--- config.mk ---
export PLATFORM = sky130hd
export DESIGN_NAME = mem_arbiter
export DESIGN_NICKNAME = d
export VERILOG_FILES = /design/src/rtl/mem_arbiter.sv
export SDC_FILE = /design/constraint.sdc
export NUM_CORES = 1
export LEC_CHECK = 0
export CORE_AREA = 3 3 117 119
export CTS_BUF_LIST = sky130_fd_sc_hd__clkbuf_16
export CTS_CLUSTER_DIAMETER = 200
export CTS_CLUSTER_SIZE = 30
export DETAILED_ROUTE_END_ITERATION = 6
export DIE_AREA = 0 0 120 122
export PLACE_DENSITY_LB_ADDON = 0.12
export RECOVER_POWER = 25
export SLEW_MARGIN = 20
export SYNTH_ARGS = -nofsm -noshare
export SYNTH_HDL_FRONTEND = slang
export SYNTH_SLANG_ARGS = --single-unit
--- constraint.sdc ---
create_clock -name clk -period 1.8 [get_ports clk]
set_clock_uncertainty 0.05 [all_clocks]
set_input_delay 0.36 -clock clk [delete_from_list [all_inputs] [get_ports clk]]
set_output_delay 0.36 -clock clk [all_outputs]
set_load 0.1 [all_outputs]
--- src/rtl/mem_arbiter.sv ---
// mem_arbiter: two-requester round-robin arbiter for a shared main-memory port.
// Requester 0 is the L1 instruction cache, requester 1 the L1 data cache.
// The owner's command, address and write data are forwarded combinationally to
// memory; mem_ready/mem_rdata are routed back only to the current owner.
// Every transaction ends with one IDLE cycle, so a requester issuing back-to-back
// commands (writeback then refill) yields to a waiting peer in between.
//
// Optional feature: define MEM_ARB_TIMEOUT_EN to bound each grant to TIMEOUT
// cycles. On expiry the owner gets a ready pulse with zero data and timeout_err
// pulses for one cycle. Without the macro a grant waits indefinitely.

module mem_arbiter #(
    parameter int DATA_WIDTH = 32,
    parameter int TIMEOUT    = 255
) (
    input  logic                  clk,
    input  logic                  rst_n,
    input  logic                  req0_read,
    input  logic                  req0_write,
    input  logic [DATA_WIDTH-1:0] req0_addr,
    input  logic [DATA_WIDTH-1:0] req0_wdata,
    output logic                  req0_ready,
    output logic [DATA_WIDTH-1:0] req0_rdata,
    input  logic                  req1_read,
    input  logic                  req1_write,
    input  logic [DATA_WIDTH-1:0] req1_addr,
    input  logic [DATA_WIDTH-1:0] req1_wdata,
    output logic                  req1_ready,
    output logic [DATA_WIDTH-1:0] req1_rdata,
    output logic                  mem_read,
    output logic                  mem_write,
    output logic [DATA_WIDTH-1:0] mem_addr,
    output logic [DATA_WIDTH-1:0] mem_wdata,
    input  logic [DATA_WIDTH-1:0] mem_rdata,
    input  logic                  mem_ready,
    output logic [1:0]            grant,
    output logic                  timeout_err
);

    typedef enum logic [1:0] {
        IDLE   = 2'd0,
        GRANT0 = 2'd1,
        GRANT1 = 2'd2
    } state_t;

    state_t state_r;
    state_t state_nxt_s;
    logic   rr_r;
    logic   rr_nxt_s;
    logic   act0_s;
    logic   act1_s;
    logic   timeout_s;

    assign act0_s = req0_read | req0_write;
    assign act1_s = req1_read | req1_write;

`ifdef MEM_ARB_TIMEOUT_EN
    localparam int CNT_W = $clog2(TIMEOUT + 1);

    logic [CNT_W-1:0] cnt_r;

    // Grant-age counter: held at zero in IDLE so it is clear on every grant entry,
    // then counts each granted cycle that passes without mem_ready.
    always_ff @(posedge clk or negedge rst_n) begin
        if (!rst_n) begin
            cnt_r <= {CNT_W{1'b0}};
        end else if (state_r == IDLE) begin
            cnt_r <= {CNT_W{1'b0}};
        end else if (!mem_ready) begin
            cnt_r <= cnt_r + {{(CNT_W-1){1'b0}}, 1'b1};
        end else begin
            cnt_r <= cnt_r;
        end
    end

    // Expiry fires in the cycle the count would reach TIMEOUT; mem_ready on that
    // same cycle takes precedence and completes normally.
    always_comb begin
        timeout_s = 1'b0;
        if ((state_r != IDLE) && !mem_ready && (cnt_r == CNT_W'(TIMEOUT - 1))) begin
            timeout_s = 1'b1;
        end else begin
            timeout_s = 1'b0;
        end
    end
`else
    // Without the timeout feature a grant only ends on mem_ready.
    always_comb begin
        timeout_s = 1'b0;
    end
`endif

    // State and round-robin pointer registers; async reset abandons any grant.
    always_ff @(posedge clk or negedge rst_n) begin
        if (!rst_n) begin
            state_r <= IDLE;
            rr_r    <= 1'b0;
        end else begin
            state_r <= state_nxt_s;
            rr_r    <= rr_nxt_s;
        end
    end

    // Next-state logic: arbitrate in IDLE, release the grant on completion or expiry
    // and hand preference to the other requester.
    always_comb begin
        state_nxt_s = state_r;
        rr_nxt_s    = rr_r;
        case (state_r)
            IDLE: begin
                if (act0_s && act1_s) begin
                    state_nxt_s = rr_r ? GRANT1 : GRANT0;
                end else if (act0_s) begin
                    state_nxt_s = GRANT0;
                end else if (act1_s) begin
                    state_nxt_s = GRANT1;
                end else begin
                    state_nxt_s = IDLE;
                end
            end
            GRANT0: begin
                if (mem_ready || timeout_s) begin
                    state_nxt_s = IDLE;
                    rr_nxt_s    = 1'b1;
                end else begin
                    state_nxt_s = GRANT0;
                end
            end
            GRANT1: begin
                if (mem_ready || timeout_s) begin
                    state_nxt_s = IDLE;
                    rr_nxt_s    = 1'b0;
                end else begin
                    state_nxt_s = GRANT1;
                end
            end
            default: begin
                state_nxt_s = IDLE;
                rr_nxt_s    = 1'b0;
            end
        endcase
    end

    // Grant is a pure decode of the state register, so it is one-hot or zero.
    always_comb begin
        grant = 2'b00;
        case (state_r)
            GRANT0:  grant = 2'b01;
            GRANT1:  grant = 2'b10;
            default: grant = 2'b00;
        endcase
    end

    // Datapath mux: mirror the owner's command to memory and route the response
    // back only to the owner. A simultaneous read+write forwards the write alone.
    always_comb begin
        mem_read    = 1'b0;
        mem_write   = 1'b0;
        mem_addr    = {DATA_WIDTH{1'b0}};
        mem_wdata   = {DATA_WIDTH{1'b0}};
        req0_ready  = 1'b0;
        req0_rdata  = {DATA_WIDTH{1'b0}};
        req1_ready  = 1'b0;
        req1_rdata  = {DATA_WIDTH{1'b0}};
        timeout_err = timeout_s;
        case (state_r)
            GRANT0: begin
                mem_read   = req0_read & ~req0_write;
                mem_write  = req0_write;
                mem_addr   = act0_s ? req0_addr : {DATA_WIDTH{1'b0}};
                mem_wdata  = act0_s ? req0_wdata : {DATA_WIDTH{1'b0}};
                req0_ready = mem_ready | timeout_s;
                req0_rdata = timeout_s ? {DATA_WIDTH{1'b0}} : mem_rdata;
            end
            GRANT1: begin
                mem_read   = req1_read & ~req1_write;
                mem_write  = req1_write;
                mem_addr   = act1_s ? req1_addr : {DATA_WIDTH{1'b0}};
                mem_wdata  = act1_s ? req1_wdata : {DATA_WIDTH{1'b0}};
                req1_ready = mem_ready | timeout_s;
                req1_rdata = timeout_s ? {DATA_WIDTH{1'b0}} : mem_rdata;
            end
            default: begin
                mem_read    = 1'b0;
                mem_write   = 1'b0;
                timeout_err = 1'b0;
            end
        endcase
    end

endmodule

**Clock routing**

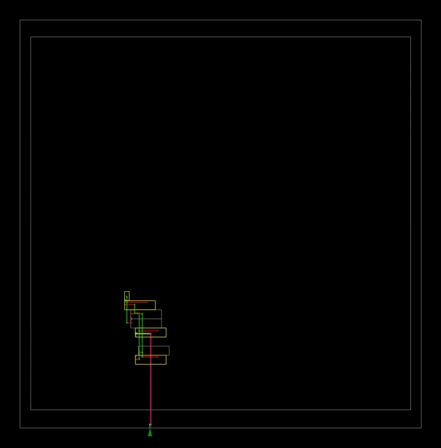
Power Clock: 0.345 mW
clk latency late pin: 220 ps

**Pin placement**

Scale bar: 20 um. Pins as bars across the die edge, other pins in grey.
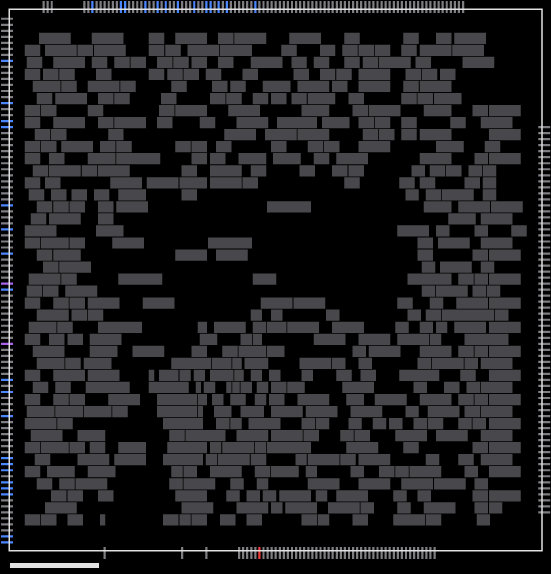
Key: blue = req0_addr [pins 32, direction input, edge 19 west, 13 north]; purple = grant [pins 2, direction output, edge west]; red = req1_write [pins 1, direction input, edge south]
All pins by edge: 97 north, 88 west, 65 east, 52 south.
Die X: 120 um
Port Buffer Count: 300
Die Span Y: 122 um

==> CHANGELOG.md <==
### Metrics

* Log Warnings at 33
* Distinct cells, synth at 21
* Hold Crit Class: primary input to async pin
* N_diodes at 0
* Total Power at about 13 mW
* Area Overhead vs Synth at 403.7%
* Yosys chip area at 0.001415 mm^2
* R2R cell count at 8
* Floorplan core density at 0.1117
* Layout cells sized above 1 at 0.6371
* Vias/cell at roughly 4.2
* Final hold slack at ~340 ps
* Placed insts at 649
* Commonest flop: dfrtp_1
* Worst Slack Setup Final at -431.7 ps
* Worst Setup End Kind: output port
* Clock Tree Buf Depth at 2
* Final WL at 12,900 um
* Area share, top type at 0.3961
* Async SR Flop Fraction at 1.000
* Failing checks: negative setup slack
* Hold buffers post-CTS at 0
* Comb gate area at about 0.0017 mm^2
* Max FO, Critical Path at 16
* Post-Syn Area per Cell at 7.733 um^2
* CP Data Required Time at 1390 ps
* Row Count at 41
* Hold Fails Final Rpt at 0
* # Cells Yosys at 183
* Fin crit share at 1.240
* TritonCTS clock tree: yes
* Hpwl dp at 10,070 um
* Setup WS pre-CTS at -437.4 ps
* Crit Reg-Reg Startpoint: state_r[1]
* Synth Seq Share at 0.05305
* Cell type with the largest total area: a22o_1
* Max_cap viols at 0
* Finished Layout Cells at 679
* Worst r2r dst: rr_r
* R2R setup slack at -30 ps
* Final core utilization at 0.5626
* Max VDD drop at 0.7931 mV
* Type of origin of the critical path: flip-flop
* Final #Nets at 680
* Largest cells by area: a22o_1, and2_1, buf_6
* Power Density at approximately 1900 mW/mm^2
* Grt total ovfl at 0
* Fin area at 0.007128 mm^2
* Final Max Slew Viols at 0
* CTS clk-pin slew, worst paths at 30 ps
* Post-synth regs at 3
* Syn Nets at 355
* Number of flops mapped to enable cells by yosys at 0
* Syn. warnings at 0
* DIE AREA at 0.01464 mm^2
* First-pass GRT wire length at 18,080 um
* Kind of critical path: flip-flop to output port
* Status: finished, violations left
* Largest net degree at the start of global routing at 29
* GPL Wtd Cong at 0.7394
* Final setup fails at 133
* Crit path time final at 2232 ps
* Commonest cells post-synth: and2_1, a22o_1, clkbuf_1
* Cell area after synthesis at 0.001415 mm^2
* H-tree depth at 1
* Core Area at 0.01267 mm^2
* Max Clk Rate at 0.4481 GHz
* Fill cells at 1,067
* LEAKAGE at between 2 and 3 nW
* Ports at 302
* Reg area at 75.07 um^2
* Setup TNS at -41,150 ps
* Post-Synthesis Cells at 183
* Worst EP arrival at 1820 ps
* Pre-Repair DR Iteration Count at 4
* Clock Sinks at 3
* Count leader, synth: and2_1
* Vias in the first global route at 3,088
* CTS root buffer: clkbuf_16
* Antenna violations before repair at 0
* DRC Markers at 0
* RSZ-0062 raised after global routing: yes
* Post-route ant nets at 0
* CTS Buf Count at 3
* DP Area at 0.006390 mm^2
* Initial DRC Count at 66
**Routed metal per tile**

Scale bar: 20 um. The die is cut into 24 by 24 equal tiles; dark blue is low, red is high, scaled to the fullest tile. Values are wire area over tile area, all layers added.
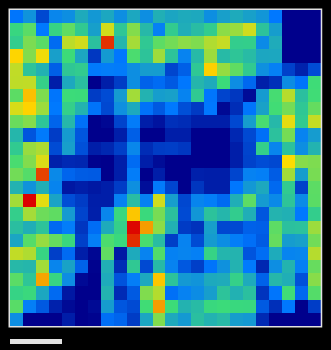
The mean over all tiles is 0.14. The fullest tile reaches 0.44. 9.5% of the tiles are nearly empty.
Via Count: 2,830
Total GRT Usage: 0.1591
WL/cell: 19.00 um

-- power breakdown --
| part | internal [mW] | leakage, nW | switching (mW) |
|---|---|---|---|
| Clock | 0.286 | 0.0423 | 0.0587 |
| Combinational | 5.22 | 2.91 | 7.55 |
| Sequential | 0.0986 | 0.0379 | 0.0256 |
-- timing repair --
item	CTS	global route
gates resized	44	11
buffers inserted	10	3
gates cloned	11	2
pin swaps	1	1
endpoints found under the setup margin	133	133
-- layout by cell type (no fill, tap or decap), drive strengths merged --
| cell | synthesis | routed |
|---|---|---|
| a22o | 64 | 64 |
| nor2b | 4 | 4 |
| dfrtp | 3 | 3 |
| o32a | 1 | 1 |
| bufbuf | 0 | 1 |
| nand3b | 2 | 2 |
| conb | 1 | 1 |
| clkbuf | 8 | 5 |
| a21boi | 1 | 1 |
| o21ai | 1 | 1 |
| a22oi | 1 | 1 |
| nor2 | 1 | 1 |
| ha | 5 | 5 |
| or2 | 2 | 2 |
| buf | 16 | 175 |
| a32o | 2 | 2 |
| and2 | 66 | 66 |
| inv | 2 | 3 |
| o21bai | 1 | 1 |
| clkdlybuf4s50 | 0 | 164 |
| dlygate4sd2 | 0 | 1 |
| dlygate4sd3 | 0 | 1 |
| o211a | 2 | 2 |
-- kinds of logic (layout without fill, tap and decap cells) --
group / after synthesis / after routing / share of synthesized area
adder cells (fa/ha/maj): 5 / 5 / 0.04421
other: 1 / 1 / 0.002650
AND/OR/NAND/NOR: 75 / 75 / 0.3316
AND-OR/OR-AND: 73 / 73 / 0.4509
flip-flops: 3 / 3 / 0.05305
buffers and inverters: 26 / 350 / 0.1176
-- flip-flops by register name, summed over array words and instances, names as in the netlist --
name,flops
state_r,2
rr_r,1
-- per-layer routing --
metal	GRT usage	routed length [um]	vias up
met4	0.02434	119	0
li1	-	-	1332
met5	0	0	-
met1	0.1641	4451	1328
met2	0.3214	7280	164
met3	0.04503	1054	6
-- cell type report --
class	count	area share
sequential	3	0.01053
multi-input combinational	154	0.2368
clock buffer	3	0.01053
inverter	2	0.001053
clock inverter	1	0.0005266
tap	172	0.03019
timing repair buffer	344	0.7104
-- critical path, cell delays in order (launching register included) --
cell and delay (ps):
dfrtp_1 400, buf_4 150, ha_4 170, o211a_4 160
buf_4 140, buf_12 140, a22o_2 240, buf_12 170
-- worst max-delay path by stage --
stage	from	to	slack [ps]	depth (start not counted)
after floorplan	state_r[0]	mem_read	-410	5
after global placement	req1_read	mem_wdata[11]	-430	5
after detailed placement	req1_read	mem_wdata[11]	-440	5
after CTS	state_r[1]	mem_wdata[11]	-410	6
after global routing	state_r[1]	mem_wdata[29]	-470	7
final	state_r[1]	mem_wdata[11]	-430	7
Power figures rest on the tool's default switching activity, not on a simulated workload.
